[config.mk]
export PLATFORM = sky130hd
export DESIGN_NAME = lcd_line_timer
export DESIGN_NICKNAME = d
export VERILOG_FILES = /design/src/rtl/lcd_timing_pkg.sv /design/src/rtl/lcd_stat_irq.sv /design/src/rtl/lcd_line_timer.sv
export SDC_FILE = /design/constraint.sdc
export NUM_CORES = 1
export LEC_CHECK = 0
export CAP_MARGIN = 40
export CORE_UTILIZATION = 30
export DETAILED_ROUTE_END_ITERATION = 16
export HOLD_SLACK_MARGIN = 0.02
export PLACE_DENSITY = 0.61
export SETUP_SLACK_MARGIN = 0.5
export SYNTH_ARGS = -nofsm -noshare
export SYNTH_HDL_FRONTEND = slang
export SYNTH_HIERARCHICAL = 1
export SYNTH_SLANG_ARGS = --single-unit
[constraint.sdc]
create_clock -name clk -period 3.15 [get_ports clk]
set_input_delay 0.315 -clock clk [delete_from_list [all_inputs] [get_ports clk]]
set_output_delay 0.315 -clock clk [all_outputs]
set_load 0.1 [all_outputs]
[src/rtl/lcd_timing_pkg.sv]
// ---------------------------------------------------------------------------
// lcd_timing_pkg
// Shared timing constants, PPU mode encoding and STAT (FF41) bit positions
// used by the LCD line timer and its STAT interrupt sub-block.
// ---------------------------------------------------------------------------
package lcd_timing_pkg;

    // Scan timing, in dot clocks and lines.
    localparam int DOTS_PER_LINE   = 456;
    localparam int LINES_PER_FRAME = 154;
    localparam int VBLANK_LINE     = 144;
    localparam int OAM_DOTS        = 80;
    localparam int XFER_DOTS       = 172;

    // PPU mode as reported in STAT[1:0].
    typedef enum logic [1:0] {
        HBLANK = 2'd0,
        VBLANK = 2'd1,
        OAM    = 2'd2,
        XFER   = 2'd3
    } ppu_mode_t;

    // Bit positions within the FF41 byte.
    localparam int STAT_BIT_ONE  = 7;  // always reads 1
    localparam int STAT_IE_LYC   = 6;
    localparam int STAT_IE_MODE2 = 5;
    localparam int STAT_IE_MODE1 = 4;
    localparam int STAT_IE_MODE0 = 3;
    localparam int STAT_LYC_EQ   = 2;
    localparam int STAT_MODE_HI  = 1;
    localparam int STAT_MODE_LO  = 0;

    // Bit positions within the 4-bit interrupt-enable register.
    localparam int IE_LYC   = 3;
    localparam int IE_MODE2 = 2;
    localparam int IE_MODE1 = 1;
    localparam int IE_MODE0 = 0;

endpackage : lcd_timing_pkg

[src/rtl/lcd_stat_irq.sv]
// ---------------------------------------------------------------------------
// lcd_stat_irq
// Holds the STAT interrupt-enable bits, forms the combined STAT interrupt
// line and issues a one-cycle request on each rising edge of that line.
//
// Ports:
//   clk, reset   dot clock, synchronous active-high reset
//   lcd_en       LCDC.7; while low the line is forced low and no request fires
//   stat_wr      one-cycle FF41 write strobe
//   ie_wdata     new enable bits {lyc, mode2, mode1, mode0}
//   lyc_eq       LY==LYC coincidence (already gated by lcd_en)
//   mode         current PPU mode
//   ie           enable bits, for the STAT readback
//   stat_irq     registered one-cycle STAT interrupt request
// ---------------------------------------------------------------------------
module lcd_stat_irq
    import lcd_timing_pkg::*;
(
    input  logic       clk,
    input  logic       reset,
    input  logic       lcd_en,
    input  logic       stat_wr,
    input  logic [3:0] ie_wdata,
    input  logic       lyc_eq,
    input  ppu_mode_t  mode,
    output logic [3:0] ie,
    output logic       stat_irq
);

    logic [3:0] ie_q, ie_d;
    logic       line_q, line_d;
    logic       stat_irq_q, stat_irq_d;
    logic       line_c;

    always_comb begin
        line_c = (ie_q[IE_LYC]   & lyc_eq)
               | (ie_q[IE_MODE2] & (mode == OAM))
               | (ie_q[IE_MODE1] & (mode == VBLANK))
               | (ie_q[IE_MODE0] & (mode == HBLANK));

        // Enables stay writable while the LCD is off.
        ie_d = stat_wr ? ie_wdata : ie_q;

        // Disabled mode reads as HBlank, so gate explicitly: with the LCD off
        // the line must read low and re-enabling must see a fresh rising edge.
        line_d     = lcd_en & line_c;
        // Only a low-to-high transition requests; sources that overlap while
        // the line is already high are absorbed.
        stat_irq_d = lcd_en & line_c & ~line_q;
    end

    always_ff @(posedge clk) begin
        if (reset) begin
            ie_q       <= '0;
            line_q     <= 1'b0;
            stat_irq_q <= 1'b0;
        end else begin
            ie_q       <= ie_d;
            line_q     <= line_d;
            stat_irq_q <= stat_irq_d;
        end
    end

    assign ie       = ie_q;
    assign stat_irq = stat_irq_q;

endmodule : lcd_stat_irq

[src/rtl/lcd_line_timer.sv]
// ---------------------------------------------------------------------------
// lcd_line_timer
// Dot/line sequencer for the LCD. Counts dots within a line and lines within
// a frame, drives LY, decodes the PPU mode, computes LY==LYC, assembles the
// STAT readback and raises the VBlank and STAT interrupt requests.
//
// Ports:
//   clk          dot clock (4.194304 MHz)
//   reset        synchronous active-high reset
//   lcd_en       LCDC bit 7
//   lyc          LYC compare value
//   stat_wr      one-cycle FF41 write strobe; d_in[6:3] land in the enables
//   d_in         CPU write data
//   v            current LY
//   mode         PPU mode (0 HBlank, 1 VBlank, 2 OAM scan, 3 transfer)
//   lyc_eq       LY==LYC, combinational
//   stat_q       FF41 readback {1, ie[3:0], lyc_eq, mode}
//   line_start   combinational pulse at dot 0 of every line
//   vblank_irq   registered one-cycle pulse after LY=144, dot 0
//   stat_irq     registered one-cycle pulse on each STAT line rising edge
// ---------------------------------------------------------------------------
module lcd_line_timer #(
    parameter int DOTS_PER_LINE   = lcd_timing_pkg::DOTS_PER_LINE,
    parameter int LINES_PER_FRAME = lcd_timing_pkg::LINES_PER_FRAME,
    parameter int VBLANK_LINE     = lcd_timing_pkg::VBLANK_LINE,
    parameter int OAM_DOTS        = lcd_timing_pkg::OAM_DOTS,
    parameter int XFER_DOTS       = lcd_timing_pkg::XFER_DOTS
) (
    input  logic       clk,
    input  logic       reset,
    input  logic       lcd_en,
    input  logic [7:0] lyc,
    input  logic       stat_wr,
    input  logic [7:0] d_in,
    output logic [7:0] v,
    output logic [1:0] mode,
    output logic       lyc_eq,
    output logic [7:0] stat_q,
    output logic       line_start,
    output logic       vblank_irq,
    output logic       stat_irq
);

    import lcd_timing_pkg::*;

    localparam logic [8:0] DOT_LAST  = 9'(DOTS_PER_LINE - 1);
    localparam logic [8:0] OAM_END   = 9'(OAM_DOTS);
    localparam logic [8:0] XFER_END  = 9'(OAM_DOTS + XFER_DOTS);
    localparam logic [7:0] LY_LAST   = 8'(LINES_PER_FRAME - 1);
    localparam logic [7:0] LY_VBLANK = 8'(VBLANK_LINE);

    logic [8:0] dot_q, dot_d;
    logic [7:0] ly_q, ly_d;
    logic       vblank_irq_q, vblank_irq_d;
    ppu_mode_t  mode_c;
    logic       lyc_eq_c;
    logic [3:0] ie;

    // Only d_in[6:3] are writable in FF41; the remaining bits are dropped.
    logic       unused_d_in;
    assign unused_d_in = ^{d_in[7], d_in[2:0]};

    // Dot / line counters. Turning the LCD off parks both at zero so that
    // re-enabling starts a fresh frame at line 0, dot 0 (mode 2).
    always_comb begin
        dot_d = dot_q;
        ly_d  = ly_q;
        if (!lcd_en) begin
            dot_d = '0;
            ly_d  = '0;
        end else if (dot_q == DOT_LAST) begin
            dot_d = '0;
            ly_d  = (ly_q == LY_LAST) ? '0 : ly_q + 8'd1;
        end else begin
            dot_d = dot_q + 9'd1;
        end
    end

    // Mode decode straight from the counters; VBlank lines override the
    // per-dot split.
    always_comb begin
        mode_c = HBLANK;
        if (lcd_en) begin
            if (ly_q >= LY_VBLANK) begin
                mode_c = VBLANK;
            end else if (dot_q < OAM_END) begin
                mode_c = OAM;
            end else if (dot_q < XFER_END) begin
                mode_c = XFER;
            end else begin
                mode_c = HBLANK;
            end
        end
    end

    always_comb begin
        lyc_eq_c     = lcd_en & (ly_q == lyc);
        vblank_irq_d = lcd_en & (ly_q == LY_VBLANK) & (dot_q == '0);
    end

    always_ff @(posedge clk) begin
        if (reset) begin
            dot_q        <= '0;
            ly_q         <= '0;
            vblank_irq_q <= 1'b0;
        end else begin
            dot_q        <= dot_d;
            ly_q         <= ly_d;
            vblank_irq_q <= vblank_irq_d;
        end
    end

    lcd_stat_irq u_stat_irq (
        .clk      (clk),
        .reset    (reset),
        .lcd_en   (lcd_en),
        .stat_wr  (stat_wr),
        .ie_wdata (d_in[STAT_IE_LYC:STAT_IE_MODE0]),
        .lyc_eq   (lyc_eq_c),
        .mode     (mode_c),
        .ie       (ie),
        .stat_irq (stat_irq)
    );

    assign v          = ly_q;
    assign mode       = mode_c;
    assign lyc_eq     = lyc_eq_c;
    assign stat_q     = {1'b1, ie, lyc_eq_c, mode_c};
    assign line_start = lcd_en & (dot_q == '0);
    assign vblank_irq = vblank_irq_q;

endmodule : lcd_line_timer

Run 1, the metal 1 layer:
Bar = 20 µm.
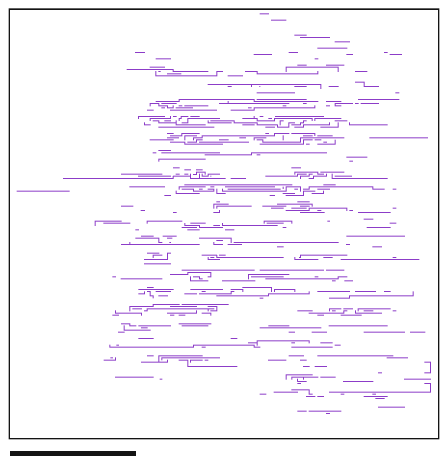
longest straight run = 17.9 µm
share of all routed wire = 45%
main direction = horizontal
total number of vias: 1210
final wirelength: 3031 µm

Run 1, M2 wires:
Bar = 20 µm.
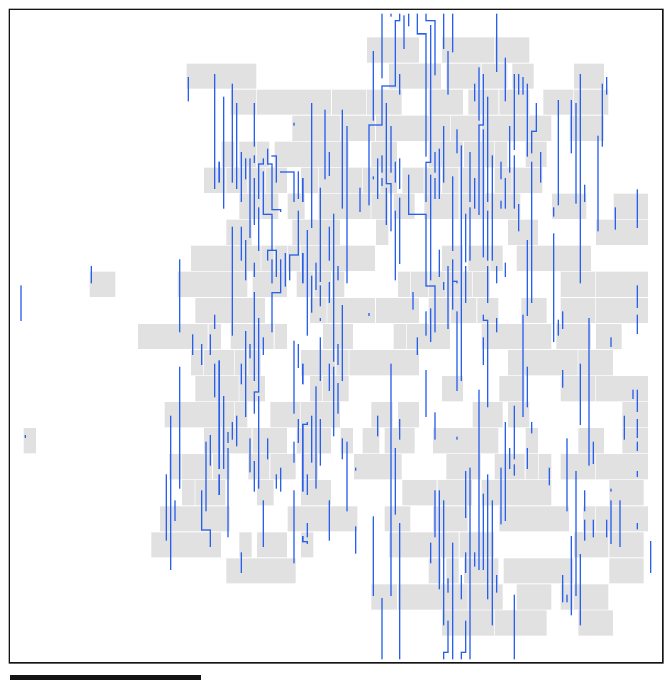
wire length on this layer = 1430 µm
nets with wire on the layer = 179
grt met2 use: 0.2377

==> flow_summary.yaml, run 1 <==
# flow metrics
cells_and_area:
  final_layout_size_suffix_gt1_frac: 0.2062
  clock_buffers: 4
  signal_buffers: 48
synth:
  edf_count: 0
  mux_area_frac: 0.03817
route:
  topRoutingLayerUsed: "met4"
worst_setup_path:
  timing.rr.start: "dot_q[4]"
  reg2regPathDepth: 7
  path_cells: "and3_1 > and4_2 > nor3_1 > o21a_2 > buf_4"
clocking:
  clk_pin_slew_ns: 0.08
  cts_inserted_buffers: 3
  clk_latency_ns: 0.27
die:
  floorplanUtilization: 0.3209
  ios: 42
  chipHeight_um: 68.11
sta:
  fin_hold_ws_ns: 0.4669
  worstMarginPinSlew_ns: 0.6022
outcome:
  status: "finished, final reports clean"
pwr:
  clock_net_power_mw: 0.209
placement:
  place_congestion: 0.8018
Run 1, the metal 3 layer:
Bar = 20 µm.
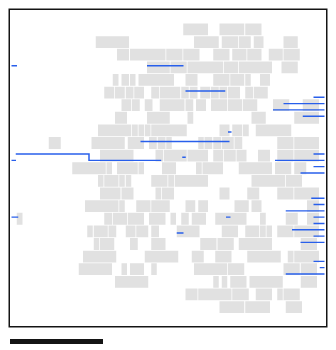
main direction = horizontal
nets with wire on the layer = 26
longest straight run = 18.9 µm
GR Util met3: 0.02500

Run 1, congestion heat map:
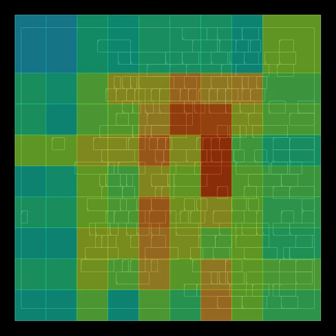
gr busiest metal: met2
gr usage total: 0.1438
met1 usage: 0.1733
final core occ: 0.4651
routed length per instance: 12.42 µm

==> run 2: changes to the inputs <==
--- a/config.mk
+++ b/config.mk
@@ -9,7 +9,7 @@
 export CORE_UTILIZATION = 30
 export DETAILED_ROUTE_END_ITERATION = 16
 export HOLD_SLACK_MARGIN = 0.02
-export PLACE_DENSITY = 0.61
+export PLACE_DENSITY = 0.63
 export SETUP_SLACK_MARGIN = 0.5
 export SYNTH_ARGS = -nofsm -noshare
 export SYNTH_HDL_FRONTEND = slang
==> constraint.sdc (replaced) <==
create_clock -name clk -period 1.7 [get_ports clk]
set_input_delay 0.17 -clock clk [delete_from_list [all_inputs] [get_ports clk]]
set_output_delay 0.17 -clock clk [all_outputs]
set_load 0.1 [all_outputs]
Run 2, metal 4:
Bar = 20 µm.
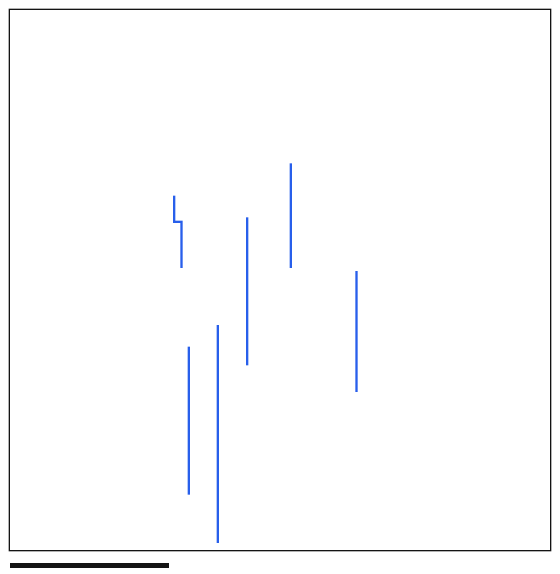
longest straight run = 27.2 µm
nets with wire on the layer = 6
final wirelength: 4343 µm
total number of vias: 1388

Run 2, the metal 3 layer:
Bar = 20 µm.
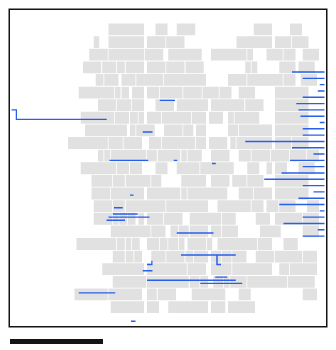
wire length on this layer = 259 µm
nets with wire on the layer = 40
GR Util met3: 0.03000

==> flow_summary.yaml, run 2 <==
# flow metrics
outcome:
  status: "complete, but fails checks"
  failed_checks: "negative setup slack"
die:
  floorplanUtilization: 0.3209
  ios: 42
  chipHeight_um: 68.11
cells_and_area:
  signal_buffers: 69
  clock_buffers: 4
  final_layout_size_suffix_gt1_frac: 0.5907
sta:
  rsz0062_at_grt: "true"
  setup_viol: 7
  setup_slack_ns: -0.08378
  fin_hold_ws_ns: 0.4506
route:
  topRoutingLayerUsed: "met4"
  detail_route.iter0.violations: 76
  met3WireLength_um: 259
worst_setup_path:
  slowest_stage: "dfxtp_2"
  cp-start-kind: "register"
  path_cells: "and3_4 > and4_4 > nor3_2 > o21a_2 > buf_6 > buf_12"
  critPathKind: "reg2out"
  reg2regPathDepth: 8
  timing.rr.start: "dot_q[4]"
  worst-path-buf-inv: 2
synth:
  edf_count: 0
  synth_flops: 24
  top_logic_kind: "simple AND/OR/NAND/NOR gates"
  mux_area_frac: 0.03817
global_route:
  top_usage_layer: "met2"
placement:
  place_congestion: 0.8020
  place_ws_ns: -0.06914
clocking:
  clk_latency_ns: 0.27
  cts_inserted_buffers: 3
  cts_max_path_buffers: 2
  clk_pin_slew_ns: 0.09
pwr:
  clock_net_power_mw: 0.454
Run 2, congestion heat map:
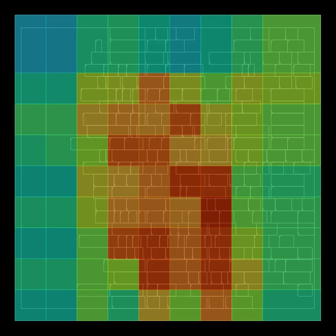
grt met2 use: 0.2598
routed length per instance: 16.39 µm
met1 usage: 0.1748
gr usage total: 0.1482
final core occ: 0.6209

No activity file was given, so power comes from the tool's default toggle rates.
